## config.mk

```make
export PLATFORM = sky130hd
export DESIGN_NAME = axum_xbar
export DESIGN_NICKNAME = d
export VERILOG_FILES = /design/src/rtl/axum_xbar.sv
export SDC_FILE = /design/constraint.sdc
export NUM_CORES = 1
export LEC_CHECK = 0
export ABC_AREA = 1
export CORE_AREA = 2 2 211 213
export DETAILED_ROUTE_END_ITERATION = 10
export DIE_AREA = 0 0 213 215
export PLACE_DENSITY = 0.4
export SYNTH_ARGS = -nofsm -noshare
export SYNTH_HDL_FRONTEND = slang
export SYNTH_SLANG_ARGS = --single-unit
```

## constraint.sdc

```tcl
create_clock -name clk_i -period 4.8 [get_ports clk_i]
set_clock_uncertainty 0.1 [all_clocks]
set_input_delay 0.48 -clock clk_i [delete_from_list [all_inputs] [get_ports clk_i]]
set_output_delay 0.48 -clock clk_i [all_outputs]
set_load 0.01 [all_outputs]
```

## src/rtl/axum_xbar.sv

```systemverilog
// Shared bus crossbar: round-robin host arbitration, mask/base device decode,
// decode-error and timeout responses, with quarantine of devices that answer late.
module axum_xbar #(
  parameter int unsigned NrHosts       = 2,
  parameter int unsigned NrDevices     = 3,
  parameter int unsigned DataWidth     = 32,
  parameter int unsigned AddressWidth  = 32,
  parameter int unsigned TimeoutCycles = 16
) (
  input  logic                              clk_i,
  input  logic                              rst_i,
  input  logic [NrHosts-1:0]                host_req_i,
  output logic [NrHosts-1:0]                host_gnt_o,
  input  logic [NrHosts*AddressWidth-1:0]   host_addr_i,
  input  logic [NrHosts-1:0]                host_we_i,
  input  logic [NrHosts*DataWidth/8-1:0]    host_be_i,
  input  logic [NrHosts*DataWidth-1:0]      host_wdata_i,
  output logic [NrHosts-1:0]                host_rvalid_o,
  output logic [DataWidth-1:0]              host_rdata_o,
  output logic [NrHosts-1:0]                host_err_o,
  output logic [NrDevices-1:0]              device_req_o,
  output logic [AddressWidth-1:0]           device_addr_o,
  output logic                              device_we_o,
  output logic [DataWidth/8-1:0]            device_be_o,
  output logic [DataWidth-1:0]              device_wdata_o,
  input  logic [NrDevices-1:0]              device_rvalid_i,
  input  logic [NrDevices*DataWidth-1:0]    device_rdata_i,
  input  logic [NrDevices-1:0]              device_err_i,
  input  logic [NrDevices*AddressWidth-1:0] cfg_device_addr_base_i,
  input  logic [NrDevices*AddressWidth-1:0] cfg_device_addr_mask_i
);

  localparam int unsigned BeWidth  = DataWidth / 8;
  localparam int unsigned HostIdxW = (NrHosts > 1) ? $clog2(NrHosts) : 1;
  localparam int unsigned DevIdxW  = (NrDevices > 1) ? $clog2(NrDevices) : 1;
  localparam int unsigned CntW     = $clog2(TimeoutCycles);

  typedef enum logic [1:0] {StIdle, StWait, StErr} state_e;

  state_e               state_q, state_d;
  logic [HostIdxW-1:0]  rr_ptr_q, rr_ptr_d, host_q, host_d;
  logic [DevIdxW-1:0]   dev_q, dev_d;
  logic [CntW-1:0]      cnt_q, cnt_d;
  logic [NrDevices-1:0] stale_q, stale_d;

  logic [AddressWidth-1:0] h_addr  [NrHosts];
  logic [BeWidth-1:0]      h_be    [NrHosts];
  logic [DataWidth-1:0]    h_wdata [NrHosts];
  logic [DataWidth-1:0]    d_rdata [NrDevices];
  logic [AddressWidth-1:0] d_base  [NrDevices];
  logic [AddressWidth-1:0] d_mask  [NrDevices];

  for (genvar h = 0; h < NrHosts; h++) begin : g_host
    assign h_addr[h]  = host_addr_i[h*AddressWidth +: AddressWidth];
    assign h_be[h]    = host_be_i[h*BeWidth +: BeWidth];
    assign h_wdata[h] = host_wdata_i[h*DataWidth +: DataWidth];
  end

  for (genvar d = 0; d < NrDevices; d++) begin : g_dev
    assign d_rdata[d] = device_rdata_i[d*DataWidth +: DataWidth];
    assign d_base[d]  = cfg_device_addr_base_i[d*AddressWidth +: AddressWidth];
    assign d_mask[d]  = cfg_device_addr_mask_i[d*AddressWidth +: AddressWidth];
  end

  // Round-robin scan starting at rr_ptr_q.
  logic                arb_valid;
  logic [HostIdxW-1:0] arb_idx, scan_idx;

  always_comb begin
    arb_valid = 1'b0;
    arb_idx   = '0;
    scan_idx  = '0;
    for (int unsigned i = 0; i < NrHosts; i++) begin
      scan_idx = HostIdxW'((32'(rr_ptr_q) + i) % NrHosts);
      if (!arb_valid && host_req_i[scan_idx]) begin
        arb_valid = 1'b1;
        arb_idx   = scan_idx;
      end
    end
  end

  // Lowest-index non-quarantined match wins.
  logic                    dec_hit;
  logic [DevIdxW-1:0]      dec_idx;
  logic [AddressWidth-1:0] win_addr;

  assign win_addr = h_addr[arb_idx];

  always_comb begin
    dec_hit = 1'b0;
    dec_idx = '0;
    for (int unsigned d = 0; d < NrDevices; d++) begin
      if (!dec_hit && !stale_q[d] && ((win_addr & d_mask[d]) == d_base[d])) begin
        dec_hit = 1'b1;
        dec_idx = DevIdxW'(d);
      end
    end
  end

  logic resp_done, timeout, arb_en;

  assign resp_done = (state_q == StWait) && device_rvalid_i[dev_q];
  assign timeout   = (state_q == StWait) && !resp_done && (cnt_q == CntW'(TimeoutCycles - 1));
  assign arb_en    = (state_q == StIdle) || resp_done;

  always_comb begin
    state_d  = state_q;
    rr_ptr_d = rr_ptr_q;
    host_d   = host_q;
    dev_d    = dev_q;
    cnt_d    = cnt_q;
    stale_d  = stale_q;

    host_gnt_o     = '0;
    host_rvalid_o  = '0;
    host_rdata_o   = '0;
    host_err_o     = '0;
    device_req_o   = '0;
    device_addr_o  = '0;
    device_we_o    = 1'b0;
    device_be_o    = '0;
    device_wdata_o = '0;

    unique case (state_q)
      StWait: begin
        cnt_d = cnt_q + 1'b1;
        if (resp_done) begin
          host_rvalid_o[host_q] = 1'b1;
          host_err_o[host_q]    = device_err_i[dev_q];
          host_rdata_o          = d_rdata[dev_q];
          cnt_d                 = '0;
          state_d               = StIdle;
        end else if (timeout) begin
          host_rvalid_o[host_q] = 1'b1;
          host_err_o[host_q]    = 1'b1;
          stale_d[dev_q]        = 1'b1;
          cnt_d                 = '0;
          state_d               = StIdle;
        end
      end
      StErr: begin
        host_rvalid_o[host_q] = 1'b1;
        host_err_o[host_q]    = 1'b1;
        state_d               = StIdle;
      end
      default: state_d = StIdle;
    endcase

    // A late answer from a quarantined device lifts the quarantine and is dropped.
    for (int unsigned x = 0; x < NrDevices; x++) begin
      if (device_rvalid_i[x] && stale_q[x] && !(state_q == StWait && 32'(dev_q) == x)) begin
        stale_d[x] = 1'b0;
      end
    end

    if (arb_en && arb_valid) begin
      host_gnt_o[arb_idx] = 1'b1;
      host_d              = arb_idx;
      rr_ptr_d            = HostIdxW'((32'(arb_idx) + 32'd1) % NrHosts);
      cnt_d               = '0;
      if (dec_hit) begin
        device_req_o[dec_idx] = 1'b1;
        device_addr_o         = win_addr;
        device_we_o           = host_we_i[arb_idx];
        device_be_o           = h_be[arb_idx];
        device_wdata_o        = h_wdata[arb_idx];
        dev_d                 = dec_idx;
        state_d               = StWait;
      end else begin
        state_d = StErr;
      end
    end

    // Nothing is granted or answered while reset is held.
    if (rst_i) begin
      host_gnt_o     = '0;
      host_rvalid_o  = '0;
      host_rdata_o   = '0;
      host_err_o     = '0;
      device_req_o   = '0;
      device_addr_o  = '0;
      device_we_o    = 1'b0;
      device_be_o    = '0;
      device_wdata_o = '0;
    end
  end

  always_ff @(posedge clk_i) begin
    if (rst_i) begin
      state_q  <= StIdle;
      rr_ptr_q <= '0;
      host_q   <= '0;
      dev_q    <= '0;
      cnt_q    <= '0;
      stale_q  <= '0;
    end else begin
      state_q  <= state_d;
      rr_ptr_q <= rr_ptr_d;
      host_q   <= host_d;
      dev_q    <= dev_d;
      cnt_q    <= cnt_d;
      stale_q  <= stale_d;
    end
  end

endmodule

```

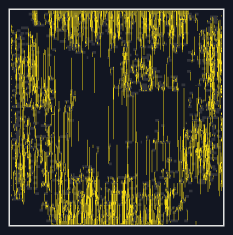
(met2 routing)
Scale: 1 px per um. Cells faint in the background.
longest straight run	88.7 um
main direction	vertical

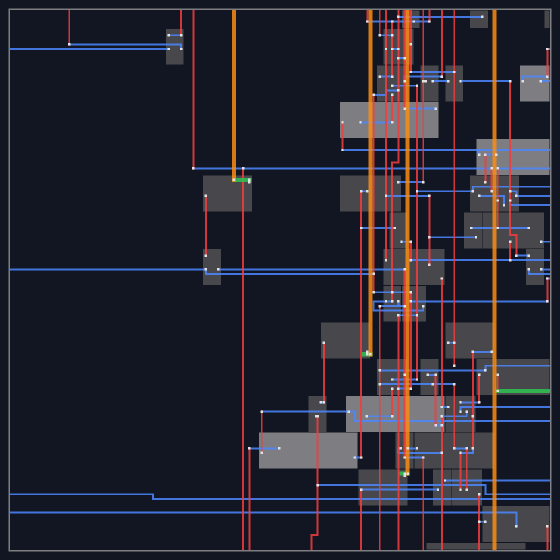
(a small window of the routed layout)
Region (86, 130) to (126, 170) um. Cells in gray, sequential cells in the stronger gray; small squares are vias.
layer	color
met1	blue
met2	red
met3	green
met4	orange
sequential cells in the window	4
cells with their middle in the window	34
most frequent	inv_1 (7), dfxtp_1 (4), clkdlybuf4s50_1 (4)
netlist names of flops here include	`state_q` (2)

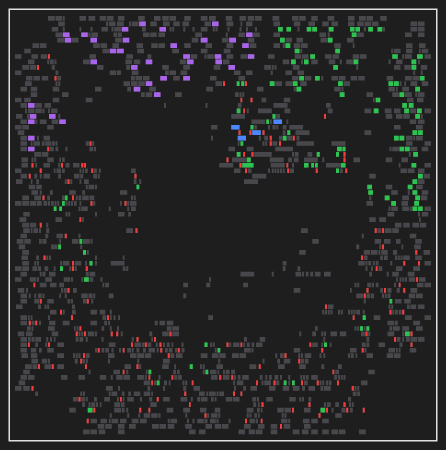
(gate families picked out)
Scale: 2 px per um.
family	color	cells
adder and majority cells	blue	4
multiplexers	purple	37
inverting AOI/OAI gates	green	111
inverters	red	151
combinational share of cell area: 35.75%
Commonest Layout Cell: sky130_fd_sc_hd__clkdlybuf4s50_1

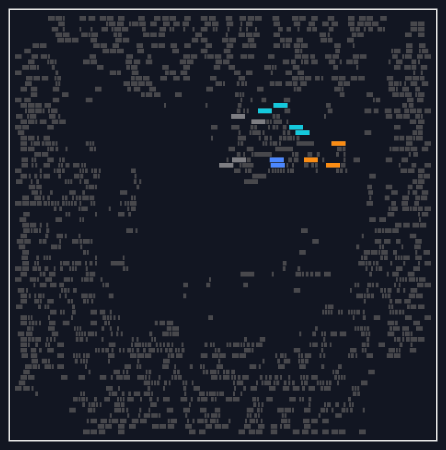
(register map, names as in the netlist)
Scale: 2 px per um. Other sequential cells in the stronger gray, the rest of the logic in the fainter gray.
netlist name	color	placed flops
`stale_q`	orange	3
`dev_q`	blue	2
`cnt_q`	cyan	4
not colored	4
post-layout util: 25.89%
combined flip-flop and latch cell area: 260.3 um^2
fraction of standard cell area that is sequential: 2.303%

==> run summary <==
result of the run: finished clean
number of max-slew violations in the final report: 0
M2 GR Usage: 28.27%
port buffer count: 545
sum of met3 wire segment lengths after detailed routing: 2554 um
#FFs+latches synth: 13
P_leak: 5.036 nW
length of routed met2 wiring: 18550 um
combinational power: 0.762 mW
Adder-Cell Fraction of Synth Area: 0.9901%
proportion of power drawn by flip-flops and latches: 10.8%
half-perimeter wire length of the detailed placement result: 32080 um
main logic family after synthesis: simple AND/OR/NAND/NOR gates
Setup CP Type: primary input to output pin
Netlist cell types: 35
Finished Cell Area: 11300 um^2
R2R Setup Slk: 1.96 ns
basic-gate share of the synthesized area counting and, or, nand and nor cells: 51.96%
number of buffers created by CTS: 3
met1 global-route usage: 17.56%
Max-Slew Margin vs Limit: 52.84%
max frequency: 219.7 MHz
instance tally after logic synthesis: 968
max-cap check violation count: 0
count of yosys warnings during synthesis: 0
worst hold path depth: 2
most used cell along the critical path: sky130_fd_sc_hd__nand2_1
placed inst area: 11190 um^2
TritonCTS clock tree: done
clock sinks: 13
maximum number of pins on one net before global-route repair: 39
Chip Height: 215 um
final hold vios: 0
Setup violations, final: 0
setup slack of the critical path after layout: 0.2477 ns
fraction of final layout cells with drive strength greater than 1: 3.540%
longest individual stage delay on the worst path: 0.58 ns
vias in the first global route: 8349
worst reg-to-reg path cell count: 17
Horiz. Die Dim: 213 um
pre-CTS setup slack: -0.02249 ns
sequential power: 0.111 mW
number of logged tool warnings: 28
post-synthesis share of cell area spent on xor and xnor gates: 4.158%
type of destination of the critical path: output pin
residual overflow from global routing: 0
hold-fix buffers at CTS: 0
[critical path, delay by kind of cell]
kind	cells	cell delay [ns]
buf+inv	4	1.57
simple gates	14	1.87
[sequential cells by signal (all words and copies together) (netlist names)]
signal	cells
stale_q	3
rr_ptr_q	1
host_q	1
state_q	2
dev_q	2
cnt_q	4
[cell type report]
cell class / instances / area [um^2]
clock buffer: 3 / 75.07
fill: 4921 / 32340
inverter: 151 / 566.8
multi-input combinational: 768 / 4040
timing repair buffer: 561 / 5608
clock inverter: 1 / 5.005
sequential: 13 / 260.3
tap: 592 / 740.7
antenna: 2 / 5.005
[cells in the mapped netlist (all sizes together)]
library cell,number,area (um^2)
nor3,2,10.01
nor4,1,6.260
dfxtp,13,260.3
clkbuf,19,71.32
nor2,129,509.2
buf,17,150.1
a21oi,11,66.32
clkinv,1,3.750
nand3,122,620.6
o21bai,4,30.03
or2,1,6.260
o22ai,3,18.77
mux2i,37,370.4
inv,150,563.0
a211oi,34,255.2
xnor2,7,61.31
a311oi,2,17.52
ha,4,50.05
a31oi,1,6.260
o21ai,26,130.1
nand4,53,331.6
nand2,270,1038
a22oi,30,225.2
nand3b,13,97.59
xor2,17,148.9
and2,1,6.260
[how the worst max path moves through the flow]
stage | startpoint | to | slack [ns] | cells past startpoint
2_1_floorplan | host_req_i[0] | device_addr_o[0] | 2.14 | 14
6_report | host_req_i[0] | device_addr_o[24] | 0.25 | 18
4_1_cts | host_req_i[0] | device_addr_o[24] | 0.007 | 18
5_1_grt | host_req_i[0] | device_addr_o[24] | 0.007 | 18
3_3_place_gp | host_req_i[0] | device_addr_o[24] | 0.03 | 15
3_5_place_dp | host_req_i[0] | device_addr_o[24] | -0.02 | 15
Power and IR drop assume default switching activity.
